$ cat src/rtl/geofence_feeder_if.sv
// Stream, engine and result signals between the geofence feeder and its neighbours.
// master: the feeder. slave: upstream source, engine and result sink seen as one peer.
interface geofence_feeder_if #(
  parameter int unsigned CW = 16
);
  logic          in_valid;
  logic          in_ready;
  logic [9:0]    in_x;
  logic [9:0]    in_y;
  logic          gf_reset;
  logic [9:0]    X;
  logic [9:0]    Y;
  logic          valid;
  logic          is_inside;
  logic          res_valid;
  logic          res_ready;
  logic          res_inside;
  logic          res_timeout;
  logic [CW-1:0] case_cnt;
  logic [CW-1:0] inside_cnt;

  modport master (
    input  in_valid, in_x, in_y, valid, is_inside, res_ready,
    output in_ready, gf_reset, X, Y, res_valid, res_inside, res_timeout, case_cnt, inside_cnt
  );

  modport slave (
    output in_valid, in_x, in_y, valid, is_inside, res_ready,
    input  in_ready, gf_reset, X, Y, res_valid, res_inside, res_timeout, case_cnt, inside_cnt
  );
endinterface

$ cat src/rtl/geofence_feeder.sv
// Buffers one geofence case, replays it to the engine serially and returns the verdict
// (or a timeout) downstream, keeping saturating case/inside counters.
module geofence_feeder #(
  parameter int unsigned NPTS    = 7,
  parameter int unsigned TIMEOUT = 64,
  parameter int unsigned CW      = 16
) (
  input logic               clk,
  input logic               reset,
  geofence_feeder_if.master bus
);
  localparam int unsigned PtrW = $clog2(NPTS);
  localparam int unsigned IdxW = $clog2(NPTS + 1);
  localparam int unsigned TmoW = $clog2(TIMEOUT);

  localparam logic [PtrW-1:0] LastPtr = PtrW'(NPTS - 1);
  localparam logic [IdxW-1:0] EndIdx  = IdxW'(NPTS);
  localparam logic [TmoW-1:0] TmoLast = TmoW'(TIMEOUT - 1);
  localparam logic [CW-1:0]   CntMax  = {CW{1'b1}};

  typedef enum logic [2:0] {StFill, StRst, StSend, StWait, StReport} state_e;

  state_e          state_q;
  logic [PtrW-1:0] wr_ptr_q;
  logic [IdxW-1:0] rd_idx_q;
  logic [TmoW-1:0] wait_cnt_q;
  logic [19:0]     pts_q [NPTS];

  // Buffer contents are deliberately not reset; a reset abandons them.
  always_ff @(posedge clk) begin
    if (reset) begin
      state_q         <= StFill;
      wr_ptr_q        <= '0;
      rd_idx_q        <= '0;
      wait_cnt_q      <= '0;
      bus.in_ready    <= 1'b1;
      bus.gf_reset    <= 1'b0;
      bus.X           <= '0;
      bus.Y           <= '0;
      bus.res_valid   <= 1'b0;
      bus.res_inside  <= 1'b0;
      bus.res_timeout <= 1'b0;
      bus.case_cnt    <= '0;
      bus.inside_cnt  <= '0;
    end else begin
      unique case (state_q)
        StFill: begin
          if (bus.in_valid) begin
            pts_q[wr_ptr_q] <= {bus.in_x, bus.in_y};
            if (wr_ptr_q == LastPtr) begin
              wr_ptr_q     <= '0;
              bus.in_ready <= 1'b0;
              bus.gf_reset <= 1'b1;
              state_q      <= StRst;
            end else begin
              wr_ptr_q <= wr_ptr_q + 1'b1;
            end
          end
        end
        StRst: begin
          bus.gf_reset <= 1'b0;
          bus.X        <= pts_q[0][19:10];
          bus.Y        <= pts_q[0][9:0];
          rd_idx_q     <= IdxW'(1);
          state_q      <= StSend;
        end
        StSend: begin
          if (rd_idx_q == EndIdx) begin
            bus.X      <= '0;
            bus.Y      <= '0;
            wait_cnt_q <= '0;
            state_q    <= StWait;
          end else begin
            bus.X    <= pts_q[rd_idx_q[PtrW-1:0]][19:10];
            bus.Y    <= pts_q[rd_idx_q[PtrW-1:0]][9:0];
            rd_idx_q <= rd_idx_q + 1'b1;
          end
        end
        StWait: begin
          // A verdict on the last timeout cycle still wins over the abort.
          if (bus.valid) begin
            bus.res_valid   <= 1'b1;
            bus.res_inside  <= bus.is_inside;
            bus.res_timeout <= 1'b0;
            state_q         <= StReport;
          end else if (wait_cnt_q == TmoLast) begin
            bus.res_valid   <= 1'b1;
            bus.res_inside  <= 1'b0;
            bus.res_timeout <= 1'b1;
            state_q         <= StReport;
          end else begin
            wait_cnt_q <= wait_cnt_q + 1'b1;
          end
        end
        StReport: begin
          if (bus.res_ready) begin
            bus.res_valid <= 1'b0;
            bus.in_ready  <= 1'b1;
            state_q       <= StFill;
            if (bus.case_cnt != CntMax) begin
              bus.case_cnt <= bus.case_cnt + 1'b1;
            end
            if (bus.res_inside && (bus.inside_cnt != CntMax)) begin
              bus.inside_cnt <= bus.inside_cnt + 1'b1;
            end
          end
        end
        default: state_q <= StFill;
      endcase
    end
  end
endmodule

$ cat src/flat_wrapper.sv
// flat-port wrapper written by rule: the top's interface ports become plain ports
module geofence_feeder_flat 
#(
  parameter int unsigned NPTS    = 7,
  parameter int unsigned TIMEOUT = 64,
  parameter int unsigned CW      = 16
)
  (clk, reset, bus_in_valid, bus_in_x, bus_in_y, bus_valid, bus_is_inside, bus_res_ready, bus_in_ready, bus_gf_reset, bus_X, bus_Y, bus_res_valid, bus_res_inside, bus_res_timeout, bus_case_cnt, bus_inside_cnt);
  geofence_feeder_if #(.CW(CW)) bus_i ();
  input logic clk;
  input logic reset;
  input wire logic [$bits(bus_i.in_valid)-1:0] bus_in_valid;
  input wire logic [$bits(bus_i.in_x)-1:0] bus_in_x;
  input wire logic [$bits(bus_i.in_y)-1:0] bus_in_y;
  input wire logic [$bits(bus_i.valid)-1:0] bus_valid;
  input wire logic [$bits(bus_i.is_inside)-1:0] bus_is_inside;
  input wire logic [$bits(bus_i.res_ready)-1:0] bus_res_ready;
  output wire logic [$bits(bus_i.in_ready)-1:0] bus_in_ready;
  output wire logic [$bits(bus_i.gf_reset)-1:0] bus_gf_reset;
  output wire logic [$bits(bus_i.X)-1:0] bus_X;
  output wire logic [$bits(bus_i.Y)-1:0] bus_Y;
  output wire logic [$bits(bus_i.res_valid)-1:0] bus_res_valid;
  output wire logic [$bits(bus_i.res_inside)-1:0] bus_res_inside;
  output wire logic [$bits(bus_i.res_timeout)-1:0] bus_res_timeout;
  output wire logic [$bits(bus_i.case_cnt)-1:0] bus_case_cnt;
  output wire logic [$bits(bus_i.inside_cnt)-1:0] bus_inside_cnt;
  assign bus_i.in_valid = bus_in_valid;
  assign bus_i.in_x = bus_in_x;
  assign bus_i.in_y = bus_in_y;
  assign bus_i.valid = bus_valid;
  assign bus_i.is_inside = bus_is_inside;
  assign bus_i.res_ready = bus_res_ready;
  assign bus_in_ready = bus_i.in_ready;
  assign bus_gf_reset = bus_i.gf_reset;
  assign bus_X = bus_i.X;
  assign bus_Y = bus_i.Y;
  assign bus_res_valid = bus_i.res_valid;
  assign bus_res_inside = bus_i.res_inside;
  assign bus_res_timeout = bus_i.res_timeout;
  assign bus_case_cnt = bus_i.case_cnt;
  assign bus_inside_cnt = bus_i.inside_cnt;
  geofence_feeder #(.NPTS(NPTS), .TIMEOUT(TIMEOUT), .CW(CW)) u_core (.clk(clk), .reset(reset), .bus(bus_i));
endmodule
$ cat config.mk
export PLATFORM = sky130hd
export DESIGN_NAME = geofence_feeder_flat
export DESIGN_NICKNAME = d
export VERILOG_FILES = /design/src/rtl/geofence_feeder_if.sv /design/src/rtl/geofence_feeder.sv /design/src/flat_wrapper.sv
export SDC_FILE = /design/constraint.sdc
export NUM_CORES = 1
export LEC_CHECK = 0
export CAP_MARGIN = 20
export CORE_UTILIZATION = 47
export DETAILED_ROUTE_END_ITERATION = 7
export PLACE_DENSITY_LB_ADDON = 0.05
export REMOVE_ABC_BUFFERS = 1
export SLEW_MARGIN = 15
export SYNTH_ARGS = -nofsm -noshare
export SYNTH_HDL_FRONTEND = slang
export SYNTH_SLANG_ARGS = --single-unit
$ cat constraint.sdc
create_clock -name clk -period 5.7 [get_ports clk]
set_input_delay 1.71 -clock clk [delete_from_list [all_inputs] [get_ports clk]]
set_output_delay 1.71 -clock clk [all_outputs]
set_load 0.02 [all_outputs]
**Clock distribution**

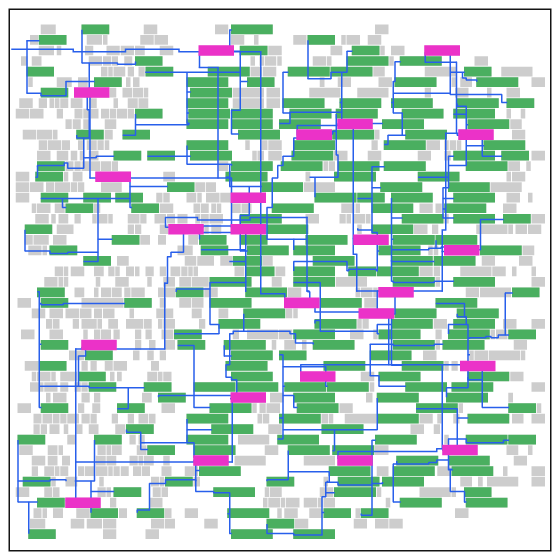
- blue: clock wires (length 2590 um)
- magenta: cells driving clock nets (count 23)
- green: flip-flops (count 215)
- routed clock nets: 24

**The metal 4 layer**

Scale bar: 50 um. Supply wires on this layer in grey.
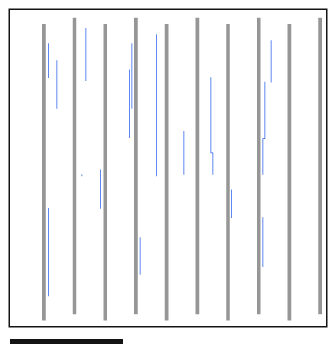
- main direction: vertical
- wire length on this layer: 410 um
- nets with wire on the layer: 8
- longest straight run: 62.6 um
- share of all routed wire: 2.2%

**Where the registers sit**

Other sequential cells in the stronger grey, the rest of the logic in the fainter grey.
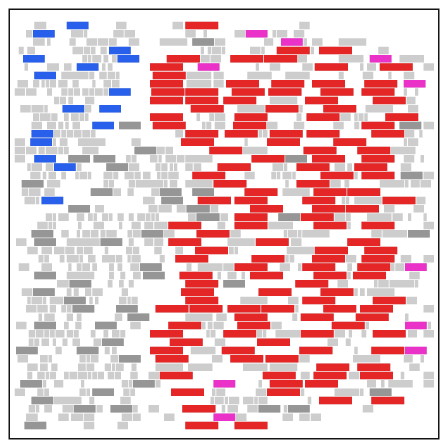
- magenta: `u_core.bus.Y` (placed flops 10)
- red: `u_core.pts_q` (placed flops 140)
- blue: `u_core.bus.case_cnt` (placed flops 16; where top left)
- not coloured: 49

**Routed metal per tile**

Scale bar: 50 um. 28 x 28 tiles, from dark purple (low) to yellow (high), scaled to the fullest tile. Values are wire area over tile area, all layers added.
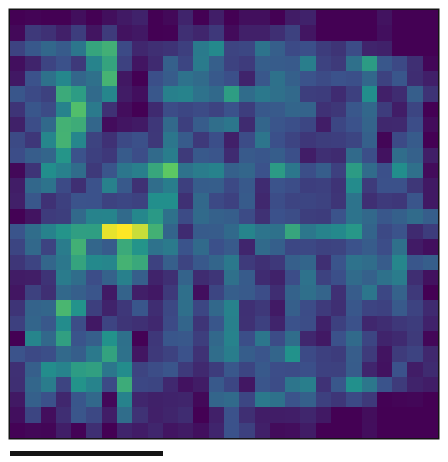
- densest ninth of the die: left middle
- tiles over half the peak: 5.5%
- fullest tile: 0.65

[routing by layer]
metal,track usage (%),up-vias,wire length [um]
met2,34.6,118,9470
met4,6.25,2,409
li1,-,2795,-
met3,3.44,35,777
met5,0,-,12
met1,24.3,2887,8160
[sequential cells by signal, summed over array words and instances (netlist names), named ones only]
register and flops:
u_core.bus.X 10, u_core.bus.res_valid 1, u_core.bus.case_cnt 16, u_core.rd_idx_q 3
u_core.state_q 3, u_core.bus.res_timeout 1, u_core.wr_ptr_q 3, u_core.bus.Y 10
u_core.bus.inside_cnt 16, u_core.bus.res_inside 1, u_core.bus.gf_reset 1, u_core.wait_cnt_q 6
u_core.bus.in_ready 1, u_core.pts_q 140
==> impl_metrics.json <==
{
  "crit_type": "primary input to flip-flop",
  "antenna_found_initial": 1,
  "synth_seq_share_pct": 64.0,
  "lay_top_cells": "edfxtp_1 (140), clkdlybuf4s50_1 (81), dfxtp_1 (73), nand2_1 (61), mux2i_1 (45)",
  "die_h_um": 140,
  "drv_slew": 0,
  "clock-sinks": 215,
  "syn_area_per_cell_um2": 13.0,
  "top_cell_area_share_pct": 47.2,
  "postCtsSetupBuffers": 0,
  "cp.required_ns": 6.14,
  "routed-via-count": 5837,
  "seq_area_share_pct": 53.5,
  "clkbuf_count": 27,
  "status": "complete, no violations",
  "ant_nets": 0,
  "swShare_pct": 27.0,
  "layout_min_cycle_time_ns": 3.68,
  "seq_power_share_pct": 46.7,
  "clkTransAtPathRegs_ns": 0.06,
  "fin_tns_setup_ns": 0,
  "numPortBuffers": 82,
  "critPathLaunchType": "primary input",
  "slowest_delay_ns": 0.79,
  "power.internal_uw": 2930,
  "min_to": "u_core.bus.X[6]",
  "dr.pass1.iters": 7,
  "min_from": "u_core.pts_q[0][16]",
  "seq_area_um2": 5710,
  "area_share_nonclk_buffers_pct": 8.70,
  "cts_tree": "built",
  "initCoreUtil_pct": 48.8,
  "maxCapViolCount": 0,
  "leakage_uw": 0.00335,
  "cts_hold_buf": 0,
  "most_common_cell": "edfxtp_1",
  "setup_viol": 0,
  "switchingPower_uw": 1090,
  "synth_flops": 215,
  "synth_area_um2": 8910,
  "cts_resized": 0,
  "logic_gate_count": 402,
  "nWellTaps": 229,
  "pre_cts_ws_ns": 1.49,
  "crit_path_max_fanout": 12,
  "rsz0062_at_grt": "false",
  "ir_drop_v": 0.000240,
  "grt_pass1_wl_um": 30000,
  "final_util_pct": 58.4,
  "track_usage_pct": 19.6,
  "sh_comb_area_pct": 27.7,
  "dieWidth_um": 140,
  "worst_pin_slew_ns": 1.13,
  "holdWs_ns": 0.480,
  "clkPwrFrac_pct": 34.5,
  "dp.cells": 969,
  "ff2ff_path_depth": 4,
  "cts_buffers": 23,
  "final_nets": 796,
  "wl_per_cell_um": 18.6,
  "seq-power_uw": 1880,
  "max-slew-margin-rel_pct": 24.5,
  "top_power_group": "registers",
  "grt_pass1_vias": 5838,
  "gr-total-overflow": 0,
  "crit_start": "bus_res_ready",
  "design.seq.count": 215,
  "comb_power_share_pct": 18.8,
  "path_delay_family": "simple AND/OR/NAND/NOR gates",
  "edf_count": 140,
  "area_dominant_class": "registers",
  "synthTopCellsByArea": "edfxtp_1 (47%), dfxtp_1 (17%), mux2i_1 (5.1%)",
  "insertion_delay_ns": 0.51,
  "grt_max_degree": 61,
  "comb_area_um2": 2950,
  "clockBufferDepth": 3,
  "fill_cells": 1492,
  "rrSetupSlack_ns": 3.00,
  "dieArea_um2": 19500,
  "crit_path_end": "u_core.bus.inside_cnt[15]",
  "ys_top_logic_family": "simple AND/OR/NAND/NOR gates",
  "htree_levels": 1,
  "cp.arrival_ns": 4.12,
  "synthCells": 683,
  "clock_area_share_pct": 6.55,
  "drive_above_1_share_pct": 11.0,
  "synthTopCellsByCount": "edfxtp_1 (140), dfxtp_1 (75), nand2_1 (61)",
  "r2r-end": "u_core.bus.inside_cnt[15]",
  "syn2layout_area_growth_pct": 19.8,
  "endpoint_kind": "flip-flop",
  "yosys_warnings": 0,
  "cts_root_buffer": "clkbuf_16",
  "p_total_uw": 4020,
  "synthArstFlopShare_pct": 0,
  "fin_cells": 1010,
  "hold_class": "flip-flop to flip-flop",
  "ys_sh_simple_pct": 11.8,
  "antenna_cells": 0,
  "xor_share_pct": 0.197,
  "ff_type": "edfxtp_1",
  "comb_cell_power_uw": 757,
  "final_common_cell": "edfxtp_1"
}
